## src/rtl/uart_pkg.sv

```systemverilog
// Shared types and sizing helpers for the buffered UART transmitter.
package uart_pkg;

  typedef enum logic [1:0] {
    PAR_NONE = 2'd0,
    PAR_EVEN = 2'd1,
    PAR_ODD  = 2'd2
  } parity_e;

  typedef enum logic [2:0] {
    IDLE,
    START,
    DATA,
    PARITY,
    STOP
  } tx_state_e;

  // Occupancy needs one extra bit so a full FIFO is distinguishable from empty.
  function automatic int level_w(input int depth);
    return $clog2(depth) + 1;
  endfunction

  function automatic parity_e decode_parity(input logic [1:0] mode);
    case (mode)
      2'b01:   return PAR_EVEN;
      2'b10:   return PAR_ODD;
      default: return PAR_NONE;
    endcase
  endfunction

endpackage

```

## src/rtl/uart_sync_fifo.sv

```systemverilog
// Single-clock FIFO with registered occupancy; read data is the head entry.
module uart_sync_fifo #(
  parameter int DATA_WIDTH = 8,
  parameter int FIFO_DEPTH = 16
) (
  input  logic                      clk,
  input  logic                      rst,
  input  logic [DATA_WIDTH-1:0]     wr_data,
  input  logic                      push,
  input  logic                      pop,
  output logic [DATA_WIDTH-1:0]     rd_data,
  output logic                      full,
  output logic                      empty,
  output logic [$clog2(FIFO_DEPTH):0] level,
  output logic                      overflow
);

  localparam int AW = $clog2(FIFO_DEPTH);

  logic [DATA_WIDTH-1:0] mem [FIFO_DEPTH];
  logic [AW-1:0]         wr_ptr, rd_ptr;
  logic [AW:0]           count;
  logic                  wr_ok, rd_ok;

  // Full is judged on the current count, so a pop cannot rescue a write.
  assign full    = (count == (AW+1)'(FIFO_DEPTH));
  assign empty   = (count == '0);
  assign wr_ok   = push && !full;
  assign rd_ok   = pop && !empty;
  assign rd_data = mem[rd_ptr];
  assign level   = count;

  always_ff @(posedge clk) begin
    if (wr_ok) mem[wr_ptr] <= wr_data;
  end

  always_ff @(posedge clk or negedge rst) begin
    if (!rst) begin
      wr_ptr   <= '0;
      rd_ptr   <= '0;
      count    <= '0;
      overflow <= 1'b0;
    end else begin
      if (wr_ok) wr_ptr <= wr_ptr + 1'b1;
      if (rd_ok) rd_ptr <= rd_ptr + 1'b1;
      overflow <= push && full;
      case ({wr_ok, rd_ok})
        2'b10:   count <= count + 1'b1;
        2'b01:   count <= count - 1'b1;
        default: ;
      endcase
    end
  end

endmodule

```

## src/rtl/uart_tx_fifo.sv

```systemverilog
// UART transmitter fed by a FIFO: runtime divisor, optional parity, 1/2 stop bits.
module uart_tx_fifo
  import uart_pkg::*;
#(
  parameter int DATA_WIDTH = 8,
  parameter int FIFO_DEPTH = 16,
  parameter int DIV_WIDTH  = 16
) (
  input  logic                              clk,
  input  logic                              rst,
  input  logic [DATA_WIDTH-1:0]             din,
  input  logic                              wr_en,
  input  logic                              tx_enable,
  input  logic [DIV_WIDTH-1:0]              baud_div,
  input  logic [1:0]                        parity_mode,
  input  logic                              two_stop,
  output logic                              tx,
  output logic                              tx_done,
  output logic                              busy,
  output logic                              full,
  output logic                              empty,
  output logic [level_w(FIFO_DEPTH)-1:0]    level,
  output logic                              overflow
);

  localparam int BW = $clog2(DATA_WIDTH);

  tx_state_e             state_q, state_d;
  logic                  pop, done_d, bit_end, last_stop, can_start;
  logic [DATA_WIDTH-1:0] fifo_data, shift_q;
  logic [DIV_WIDTH-1:0]  timer_q, div_q;
  logic [BW-1:0]         bit_q;
  logic                  stop_q, par_en_q, par_bit_q, two_stop_q;
  parity_e               par_sel;

  uart_sync_fifo #(
    .DATA_WIDTH (DATA_WIDTH),
    .FIFO_DEPTH (FIFO_DEPTH)
  ) u_fifo (
    .clk      (clk),
    .rst      (rst),
    .wr_data  (din),
    .push     (wr_en),
    .pop      (pop),
    .rd_data  (fifo_data),
    .full     (full),
    .empty    (empty),
    .level    (level),
    .overflow (overflow)
  );

  assign can_start = tx_enable && !empty;
  assign bit_end   = (timer_q == div_q - 1'b1);
  assign last_stop = stop_q || !two_stop_q;
  assign par_sel   = decode_parity(parity_mode);

  always_ff @(posedge clk or negedge rst) begin
    if (!rst) begin
      state_q <= IDLE;
      tx_done <= 1'b0;
    end else begin
      state_q <= state_d;
      tx_done <= done_d;
    end
  end

  always_comb begin
    state_d = state_q;
    pop     = 1'b0;
    done_d  = 1'b0;
    case (state_q)
      IDLE: if (can_start) begin
        pop     = 1'b1;
        state_d = START;
      end
      START:  if (bit_end) state_d = DATA;
      DATA:   if (bit_end && bit_q == BW'(DATA_WIDTH-1)) state_d = par_en_q ? PARITY : STOP;
      PARITY: if (bit_end) state_d = STOP;
      // Ending the last stop bit can chain straight into the next start bit.
      STOP: if (bit_end && last_stop) begin
        done_d = 1'b1;
        if (can_start) begin
          pop     = 1'b1;
          state_d = START;
        end else begin
          state_d = IDLE;
        end
      end
      default: state_d = IDLE;
    endcase
  end

  always_comb begin
    tx   = 1'b1;
    busy = (state_q != IDLE);
    case (state_q)
      START:   tx = 1'b0;
      DATA:    tx = shift_q[0];
      PARITY:  tx = par_bit_q;
      default: tx = 1'b1;
    endcase
  end

  always_ff @(posedge clk or negedge rst) begin
    if (!rst) begin
      timer_q <= '0;
      bit_q   <= '0;
      stop_q  <= 1'b0;
    end else if (pop) begin
      timer_q <= '0;
      bit_q   <= '0;
      stop_q  <= 1'b0;
    end else if (state_q != IDLE) begin
      if (bit_end) begin
        timer_q <= '0;
        if (state_q == DATA) bit_q  <= bit_q + 1'b1;
        if (state_q == STOP) stop_q <= 1'b1;
      end else begin
        timer_q <= timer_q + 1'b1;
      end
    end
  end

  // Frame configuration is frozen at pop so mid-frame changes only hit later frames.
  always_ff @(posedge clk) begin
    if (pop) begin
      shift_q    <= fifo_data;
      div_q      <= (baud_div == '0) ? DIV_WIDTH'(1) : baud_div;
      par_en_q   <= (par_sel != PAR_NONE);
      par_bit_q  <= (par_sel == PAR_ODD) ^ (^fifo_data);
      two_stop_q <= two_stop;
    end else if (state_q == DATA && bit_end) begin
      shift_q    <= shift_q >> 1;
    end
  end

endmodule

```

## config.mk

```make
export PLATFORM = sky130hd
export DESIGN_NAME = uart_tx_fifo
export DESIGN_NICKNAME = d
export VERILOG_FILES = /design/src/rtl/uart_pkg.sv /design/src/rtl/uart_sync_fifo.sv /design/src/rtl/uart_tx_fifo.sv
export SDC_FILE = /design/constraint.sdc
export NUM_CORES = 1
export LEC_CHECK = 0
export CAP_MARGIN = 40
export CORE_AREA = 2 2 106 159
export DETAILED_ROUTE_END_ITERATION = 10
export DIE_AREA = 0 0 108 161
export HOLD_SLACK_MARGIN = 0.15
export PLACE_DENSITY_LB_ADDON = 0.25
export SLEW_MARGIN = 10
export SYNTH_ARGS = -nofsm -noshare
export SYNTH_HDL_FRONTEND = slang
export SYNTH_SLANG_ARGS = --single-unit
export TNS_END_PERCENT = 10
```

## constraint.sdc

```tcl
create_clock -name clk -period 7.95 [get_ports clk]
set_input_delay 1.59 -clock clk [delete_from_list [all_inputs] [get_ports clk]]
set_output_delay 1.59 -clock clk [all_outputs]
set_load 0.02 [all_outputs]
```

Figure 1. Cell placement (run 1).
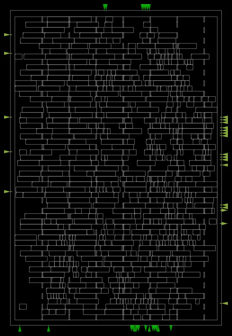
# Taps: 206
FILL cells: 1,210
final core occ: 61.91%
Post-Layout Cell Count: 863

Figure 2. Signal wires on met3 (run 1).
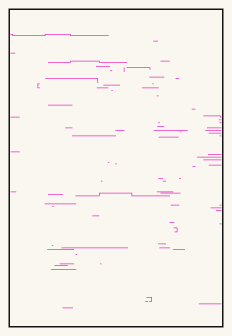
nets with wire on the layer: 55
longest straight run: 33.6 um

Figure 3. Routed clock nets over the placement (run 1).
The bar under the picture is 20 um long.
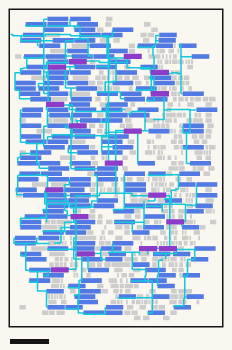
[clock wires] cyan | length: 2,110 um
[flip-flops] blue | count: 193
[cells driving clock nets] purple | count: 17
flops lie: widely spread
routed clock nets: 18

==> results.sh, run 1 <==
# yosys + openroad results
export IMPL_worstPathArrival_ns=5.22
export IMPL_top_layer="met4"
export IMPL_top_power_group="registers"
export IMPL_root_buffer="clkbuf_16"
export IMPL_inverters=16
export IMPL_ys_top_logic_family="multiplexers"
export IMPL_seqPwrFrac_pct=41.7
export IMPL_drive_gt1_share_pct=11.87
export IMPL_period_minus_slack_ns=4.901
export IMPL_largest_cell_class="flip-flops and latches"
export IMPL_rows=57
export IMPL_fmax_mhz=204.0
export IMPL_top_cell_area_share_pct=53.87
export IMPL_top_cells_by_count="edfxtp_1, nor2_1, dfrtp_1, nand2_1"
export IMPL_gp_congestion=0.8775
export IMPL_placed_cells=831
export IMPL_worst_pin_slew_ns=0.8544
export IMPL_grt_max_degree=48
export IMPL_syn_area_um2=8641
export IMPL_slowest_stage="or4_4"
export IMPL_p_leak_uw=0.003598
export IMPL_status="finished clean"
export IMPL_p_clk_share_pct=27.8
export IMPL_p_comb_uw=991
export IMPL_finalCritPeriodShare_pct=61.65
export IMPL_whs_ns=0.5036
export IMPL_cts_hold_buf=0
export IMPL_viasPerCell=5.809
Figure 4. Pin map (run 1).
Pins as bars across the die edge, other pins in gray.
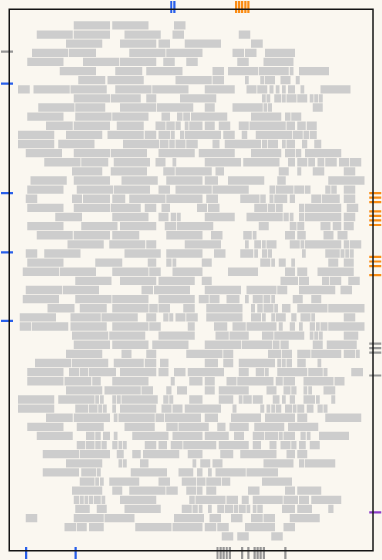

## Run 2: what changed since run 1
==> constraint.sdc (replaced) <==
create_clock -name clk -period 5.05 [get_ports clk]
set_input_delay 1.01 -clock clk [delete_from_list [all_inputs] [get_ports clk]]
set_output_delay 1.01 -clock clk [all_outputs]
set_load 0.02 [all_outputs]
Figure 5. Pin map (run 2).
Pins as bars across the die edge, other pins in gray.
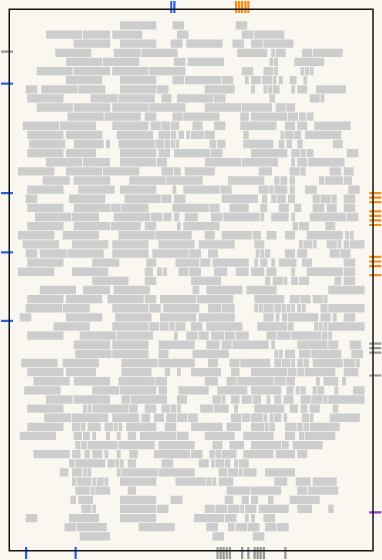
| port | color | pins | direction | edge |
|---|---|---|---|---|
| din | blue | 8 | input | 4 west, 2 north, 2 south |
| baud_div | orange | 16 | input | 11 east, 5 north |
| rst | purple | 1 | input | east |
all pins by edge: 16 east, 14 south, 7 north, 5 west

==> run 2 against run 1 <==
Compared with the run above: total power up 56%; clock-buffer cell count unchanged; first-iteration DRC count up 7.4%; register-to-register slack worse by 2.4 ns; synthesized cell count unchanged; combinational power up 56%; clock skew down 0.00063 ns; hold slack worse by 0.029 ns; critical endpoint unchanged; largest cell class unchanged.
==> results.sh, run 2 <==
# yosys + openroad results
export IMPL_status="finished clean"
export IMPL_cts_tree="yes"
export IMPL_whs_ns=0.4750
export IMPL_syn_area_um2=8641
export IMPL_setup_viol=0
export IMPL_p_leak_uw=0.003582
export IMPL_signal_buffers=58
export IMPL_total_power_uw=5080
export IMPL_cts_sinks=193
export IMPL_top_cell="edfxtp_1"
export IMPL_top_layer="met4"
export IMPL_dpl_cell_area_um2=9294
export IMPL_placed_cells=832
export IMPL_p_clk_uw=1380
export IMPL_worst_pin_slew_ns=0.8598
export IMPL_slowest_stage="or4_4"
export IMPL_grt_max_degree=27
export IMPL_cp_start_kind="register"
export IMPL_finalNonFillerCells=864
export IMPL_top_power_group="registers"
export IMPL_worstPathArrival_ns=4.68
export IMPL_viasPerCell=5.811
export IMPL_layout_nets=691
export IMPL_seqPwrFrac_pct=42.3
export IMPL_top_cell_area_share_pct=53.87
export IMPL_design_seq_count=193
export IMPL_finalCritPeriodShare_pct=86.25
export IMPL_inverters=16
export IMPL_grtUsageTotal_pct=21.52
export IMPL_utilization_pct=61.79
export IMPL_mi_logic_area_um2=2811
export IMPL_largest_cell_class="flip-flops and latches"
export IMPL_drive_gt1_share_pct=11.85
export IMPL_ys_top_logic_family="multiplexers"
export IMPL_pin_count=42
export IMPL_fmax_mhz=229.6
export IMPL_p_clk_share_pct=27.3
export IMPL_met3_usage_pct=4.964
export IMPL_gp_congestion=0.9078
export IMPL_tapCellCount=206
export IMPL_fillers=1209
export IMPL_top_cells_by_count="edfxtp_1, nor2_1, dfrtp_1, nand2_1"
export IMPL_xor_share_pct=5.372
export IMPL_p_seq_uw=2150
export IMPL_rows=57
export IMPL_p_comb_uw=1550
export IMPL_r2r_cells=14
export IMPL_root_buffer="clkbuf_16"
Power figures rest on the tool's default switching activity, not on a simulated workload.
